run_1/closeup.png
Region (73, 73) to (123, 123) um. Cells in grey, sequential cells in the stronger grey; small squares are vias.
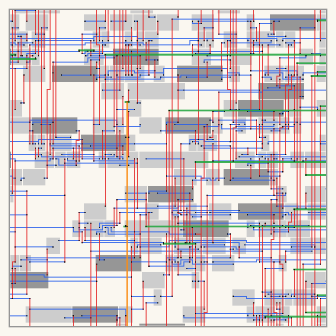
run_1/pinout.png
(3 px per um) Pins as bars across the die edge, other pins in grey.
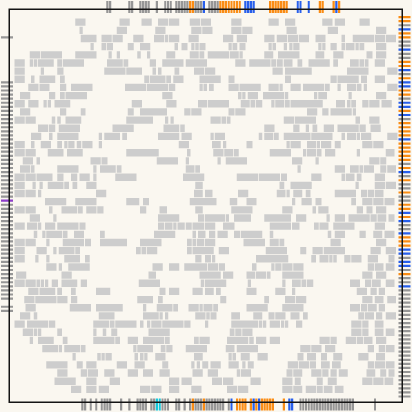
run_1/m4.png
(3 px per um) Supply wires on this layer in grey.
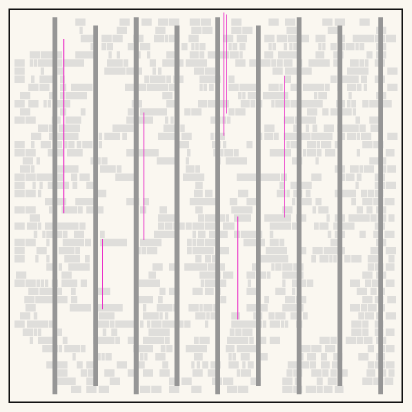
`src/rtl/mem_arbiter.sv`:
```
// Round-robin arbiter sharing the mmu CPU-side port between NUM_REQ requesters.
// Each transaction takes exactly three cycles: accept (IDLE), ACCESS, RESP.
module mem_arbiter #(
  parameter int NUM_REQ = 2
) (
  input  logic                        clk,
  input  logic                        reset,
  input  logic [NUM_REQ-1:0]          req,
  output logic [NUM_REQ-1:0]          req_ready,
  input  logic [NUM_REQ-1:0]          req_we,
  input  logic [NUM_REQ-1:0][1:0]     req_unit,
  input  logic [NUM_REQ-1:0][31:0]    req_addr,
  input  logic [NUM_REQ-1:0][31:0]    req_wd,
  output logic [NUM_REQ-1:0]          rsp_valid,
  output logic                        rsp_err,
  output logic [31:0]                 rsp_rd,
  output logic                        mem_re,
  output logic                        mem_we,
  output logic [1:0]                  mem_rd_unit,
  output logic [1:0]                  mem_wd_unit,
  output logic [31:0]                 mem_addr,
  output logic [31:0]                 mem_wd,
  input  logic [31:0]                 mem_rd,
  input  logic                        access_fault,
  input  logic                        addr_misaligned,
  output logic                        busy,
  output logic [$clog2(NUM_REQ)-1:0]  grant_id
);

  localparam int GW = $clog2(NUM_REQ);

  typedef enum logic [1:0] {IDLE, ACCESS, RESP} state_t;

  state_t         state, state_nxt;
  logic [GW-1:0]  last_grant, grant_q, winner;
  logic           found;
  logic           we_q, err_q;
  logic [1:0]     unit_q;
  logic [31:0]    addr_q, wd_q;

  // Lowest requester above last_grant wins; otherwise wrap to the lowest at or
  // below it. Descending loops let the last (lowest) hit win.
  always_comb begin
    found  = 1'b0;
    winner = '0;
    for (int j = NUM_REQ - 1; j >= 0; j--) begin
      if (req[j] && GW'(j) <= last_grant) begin
        found  = 1'b1;
        winner = GW'(j);
      end
    end
    for (int j = NUM_REQ - 1; j >= 0; j--) begin
      if (req[j] && GW'(j) > last_grant) begin
        found  = 1'b1;
        winner = GW'(j);
      end
    end
  end

  // NOTE: sequential state uses non-blocking assignments so every flop samples
  // pre-edge values regardless of process ordering.
  always_ff @(posedge clk) begin
    if (reset) state <= IDLE;
    else       state <= state_nxt;
  end

  always_comb begin
    state_nxt = state;
    case (state)
      IDLE:    if (found) state_nxt = ACCESS;
      ACCESS:  state_nxt = RESP;
      RESP:    state_nxt = IDLE;
      default: state_nxt = IDLE;
    endcase
  end

  always_ff @(posedge clk) begin
    if (reset) begin
      last_grant <= GW'(NUM_REQ - 1);
      grant_q    <= '0;
      we_q       <= 1'b0;
      unit_q     <= '0;
      addr_q     <= '0;
      wd_q       <= '0;
      err_q      <= 1'b0;
    end else begin
      case (state)
        IDLE: if (found) begin
          grant_q <= winner;
          we_q    <= req_we[winner];
          unit_q  <= req_unit[winner];
          addr_q  <= req_addr[winner];
          wd_q    <= req_wd[winner];
        end
        ACCESS:  err_q      <= access_fault | addr_misaligned;
        RESP:    last_grant <= grant_q;
        default: ;
      endcase
    end
  end

  // NOTE: every output gets a default before the case so no latch is inferred.
  always_comb begin
    req_ready   = '0;
    rsp_valid   = '0;
    rsp_err     = 1'b0;
    rsp_rd      = '0;
    mem_re      = 1'b0;
    mem_we      = 1'b0;
    mem_rd_unit = '0;
    mem_wd_unit = '0;
    mem_addr    = '0;
    mem_wd      = '0;
    busy        = 1'b0;
    grant_id    = '0;
    // Outputs are forced quiet while reset is held, so an aborted RESP never shows.
    if (!reset) begin
      mem_rd_unit = unit_q;
      mem_wd_unit = unit_q;
      mem_addr    = addr_q;
      mem_wd      = wd_q;
      busy        = (state != IDLE);
      grant_id    = grant_q;
      case (state)
        IDLE: if (found) req_ready[winner] = 1'b1;
        ACCESS: begin
          mem_re = ~we_q;
          mem_we = we_q;
        end
        RESP: begin
          rsp_valid[grant_q] = 1'b1;
          rsp_err            = err_q;
          if (!we_q && !err_q) rsp_rd = mem_rd;
        end
        default: ;
      endcase
    end
  end

endmodule

```
`config.mk`:
```
export PLATFORM = sky130hd
export DESIGN_NAME = mem_arbiter
export DESIGN_NICKNAME = d
export VERILOG_FILES = /design/src/rtl/mem_arbiter.sv
export SDC_FILE = /design/constraint.sdc
export NUM_CORES = 1
export LEC_CHECK = 0
export CAP_MARGIN = 10
export CORE_UTILIZATION = 25
export DETAILED_ROUTE_END_ITERATION = 10
export MAX_ROUTING_LAYER = met4
export PLACE_DENSITY_LB_ADDON = 0.05
export SETUP_SLACK_MARGIN = 0.02
export SLEW_MARGIN = 20
export SYNTH_ARGS = -nofsm -noshare
export SYNTH_HDL_FRONTEND = slang
export SYNTH_SLANG_ARGS = --single-unit
```
`constraint.sdc`:
```
create_clock -name clk -period 2.4 [get_ports clk]
set_input_delay 0.36 -clock clk [delete_from_list [all_inputs] [get_ports clk]]
set_output_delay 0.36 -clock clk [all_outputs]
set_load 0.01 [all_outputs]
```
==> out/qor.yml, run 1 <==
run_status: "completed"
crit_chain: "clkdlybuf4s50_1 > or2_2 > nand2_1 > nor3_1 > clkdlybuf4s50_1"
filler_cell_count: 1606
tool_warnings: 26
setup-violations-final: 0
seqAreaFraction_pct: 19.4
comb_cells: 396
row_count: 46
area_share_nonclk_buffers_pct: 39.4
report.final.slew_viol_count: 0
register_clock_pin_slew_on_the_reported_worst_setup_and_hold_paths_ns: 0.06
peakVddDrop_mv: 0.362
clk_share_pct: 4.66
place_inst: 978
slowest_delay_ns: 0.61
critical_path_arrival_ns: 1.96
syn-mean-instance-area_um2: 7.84
synth.net_count: 699
synthCells: 527
globalRoute.busiestLayer: "met2"
area_of_placed_instances_mm2: 0.00711
synth.yosys.warnings: 0
cts.repair_timing.setup_buffer_count: 0
tap-cell-count: 216
power.sequential.fraction_pct: 33.8
-- closeup.png (at the start) --
layer	colour
M4	orange
M1	blue
M2	red
M3	green
most frequent	nand2_1 (34), clkdlybuf4s50_1 (32), nor2b_1 (18)
sequential cells in the window	16
cells with their middle in the window	139
netlist names of flops here include	wd_q (15), addr_q (1)

-- pinout.png (at the start) --
port	colour	pins	direction	edge
mem_re	purple	1	output	left
req_wd	orange	64	input	29 right, 21 top, 14 bottom
mem_wd	blue	32	output	18 right, 9 top, 5 bottom
req_ready	cyan	2	output	bottom
all pins by edge	94 right, 76 bottom, 57 left, 54 top
PortBufs: 280
Chip Height: 131 um
horizontal extent of the die: 131 um

-- m4.png (at the start) --
nets with wire on the layer	4
share of all routed wire	1.7%
longest straight run	57.8 um
final wirelength: 16,600 um
vias after detailed routing: 4,665

--- run 2 (diff from run 1) ---
--- a/config.mk
+++ b/config.mk
@@ -6,12 +6,15 @@
 export NUM_CORES = 1
 export LEC_CHECK = 0
 export CAP_MARGIN = 10
+export CORE_MARGIN = 2
 export CORE_UTILIZATION = 25
 export DETAILED_ROUTE_END_ITERATION = 10
 export MAX_ROUTING_LAYER = met4
 export PLACE_DENSITY_LB_ADDON = 0.05
 export SETUP_SLACK_MARGIN = 0.02
+export SKIP_LAST_GASP = 1
 export SLEW_MARGIN = 20
 export SYNTH_ARGS = -nofsm -noshare
 export SYNTH_HDL_FRONTEND = slang
 export SYNTH_SLANG_ARGS = --single-unit
+export TNS_END_PERCENT = 5
run_2/closeup.png
Region (74, 74) to (124, 124) um. Cells in grey, sequential cells in the stronger grey; small squares are vias.
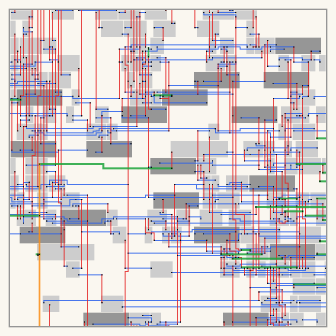
layer	colour
M3	green
M2	red
M4	orange
M1	blue
most frequent	nand2_1 (34), clkdlybuf4s50_1 (32)
cells with their middle in the window	141
sequential cells in the window	18
netlist names of flops here include	wd_q (17), addr_q (1)

==> out/qor.yml, run 2 <==
run_status: "finished, violations left"  # was completed
violations_in_the_final_reports: "negative setup slack"
peakVddDrop_mv: 0.393  # was 0.362 mV
yosysTopAreaCellShare_pct: 34.9  # unchanged
tap-cell-count: 216  # unchanged
io_buffers: 280  # unchanged
first_pass_iters: 4  # unchanged
tool_warnings: 28  # was 26
worst-slew-pin-transition_ns: 0.770  # was 0.764 ns
globalRoute.busiestLayer: "met2"  # unchanged
syn-mean-instance-area_um2: 7.84  # unchanged
final_critical_path_setup_slack_ns: -0.117  # was 0.0825 ns
clk_share_pct: 3.80  # was 4.66%
row_count: 46  # unchanged
path_buffers: 2  # unchanged
totalPowerFinal_uw: 3880  # was 4150 uW
setup-violations-final: 32  # was 0
seqAreaFraction_pct: 19.5  # was 19.4%
power.sequential.fraction_pct: 36.0  # was 33.8%
area_of_placed_instances_mm2: 0.00712  # was 0.00711 mm^2
clkbuf_count: 12  # was 11
critical_path_arrival_ns: 2.16  # was 1.96 ns
antenna-diode-count: 0  # was 1
area_share_nonclk_buffers_pct: 40.2  # was 39.4%
die_w_um: 133  # was 131 um
die_height_um: 133  # was 131 um
place_inst: 978  # unchanged
synth.yosys.warnings: 0  # unchanged
comb_cells: 396  # unchanged
filler_cell_count: 1636  # was 1,606
synth.net_count: 699  # unchanged
synthCells: 527  # unchanged
worst_setup_path_start_kind: "flip-flop"  # was primary input
critical_path_peak_fanout: 32  # was 3
report.final.slew_viol_count: 0  # unchanged
cts.repair_timing.setup_buffer_count: 0  # unchanged
slowest_delay_ns: 0.54  # was 0.61 ns
crit_chain: "or3b_1 > nor3_4 > buf_12 > and2_1 > clkdlybuf4s50_1"  # was clkdlybuf4s50_1 > or2_2 > nand2_1 > nor3_1 > clkdlybuf4s50_1
register_clock_pin_slew_on_the_reported_worst_setup_and_hold_paths_ns: 0.06  # about the same
power_switching_share_pct: 28.0  # was 27.0%
core_area_mm2: 0.0160  # unchanged
run_2/m3.png
(4 px per um)
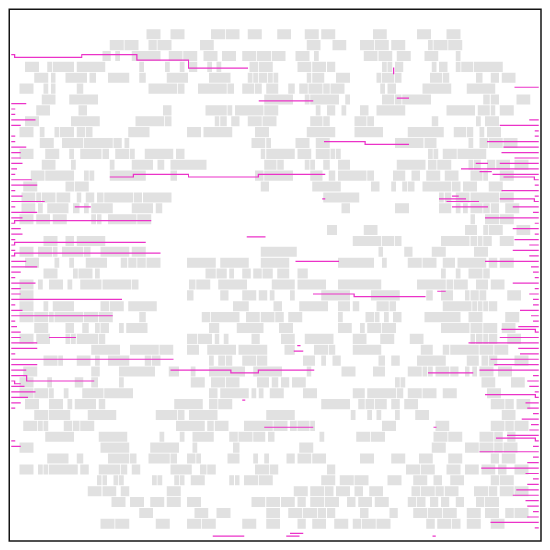
nets with wire on the layer	153
longest straight run	40.2 um
main direction	horizontal
final wirelength: 16,100 um
vias after detailed routing: 4,669
met3 usage in global routing: 5.79%

--- run 3 (diff from run 2) ---
--- a/config.mk
+++ b/config.mk
@@ -5,7 +5,7 @@
 export SDC_FILE = /design/constraint.sdc
 export NUM_CORES = 1
 export LEC_CHECK = 0
-export CAP_MARGIN = 10
+export CAP_MARGIN = 20
 export CORE_MARGIN = 2
 export CORE_UTILIZATION = 25
 export DETAILED_ROUTE_END_ITERATION = 10
run_3/m4.png
(3 px per um) Supply wires on this layer in grey.
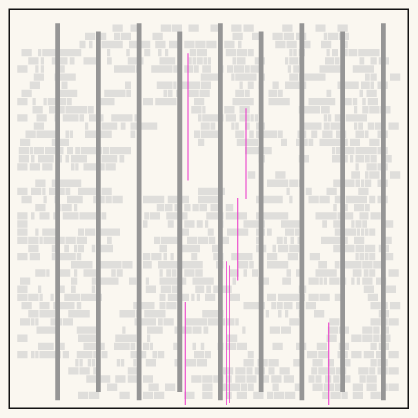
nets with wire on the layer	6
share of all routed wire	1.6%
main direction	vertical
longest straight run	47.6 um

run_3/closeup.png
Region (74, 74) to (124, 124) um. Cells in grey, sequential cells in the stronger grey; small squares are vias.
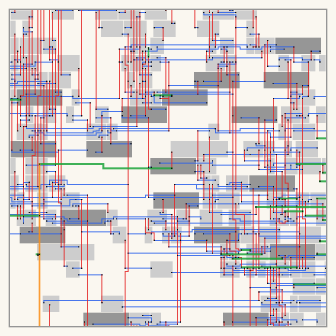
layer	colour
M3	green
M1	blue
M2	red
M4	orange
most frequent	nand2_1 (34), clkdlybuf4s50_1 (32)
netlist names of flops here include	wd_q (17), addr_q (1)
sequential cells in the window	18
cells with their middle in the window	141

==> out/qor.yml, run 3 <==
run_status: "finished, violations left"  # unchanged
power.sequential.fraction_pct: 36.0  # about the same
first_pass_iters: 4  # unchanged
path_buffers: 2  # unchanged
clkbuf_count: 12  # unchanged
die_w_um: 133  # unchanged
via_count: 4669  # unchanged
violations_in_the_final_reports: "negative setup slack"  # unchanged
grtUsageMet3_pct: 5.79  # unchanged
globalRoute.busiestLayer: "met2"  # unchanged
row_count: 46  # unchanged
synth.yosys.warnings: 0  # unchanged
worst_setup_path_start_kind: "flip-flop"  # unchanged
critical_path_arrival_ns: 2.16  # about the same
tap-cell-count: 216  # unchanged
worst-slew-pin-transition_ns: 0.770  # unchanged
dp_hpwl_um: 11300  # unchanged
slowest_delay_ns: 0.54  # about the same
place_inst: 978  # unchanged
cts.repair_timing.setup_buffer_count: 0  # unchanged
core_area_mm2: 0.0160  # unchanged
totalPowerFinal_uw: 3880  # unchanged
synthCells: 527  # unchanged
area_share_nonclk_buffers_pct: 40.2  # unchanged
setup-violations-final: 32  # unchanged
drt_wl_total_um: 16100  # unchanged
peakVddDrop_mv: 0.393  # unchanged
die_height_um: 133  # unchanged
io_buffers: 280  # unchanged
area_of_placed_instances_mm2: 0.00712  # unchanged
filler_cell_count: 1636  # unchanged
clock_sink_count: 72  # unchanged
power_switching_share_pct: 28.0  # unchanged
report.final.slew_viol_count: 0  # unchanged
clk_share_pct: 3.80  # unchanged
antenna-diode-count: 0  # unchanged
design.die.area_mm2: 0.0176  # unchanged
tool_warnings: 28  # unchanged
comb_cells: 396  # unchanged
register_clock_pin_slew_on_the_reported_worst_setup_and_hold_paths_ns: 0.06  # about the same
synth.net_count: 699  # unchanged
syn-mean-instance-area_um2: 7.84  # unchanged
critical_path_peak_fanout: 32  # unchanged
final_critical_path_setup_slack_ns: -0.117  # unchanged
Power and IR drop assume default switching activity.
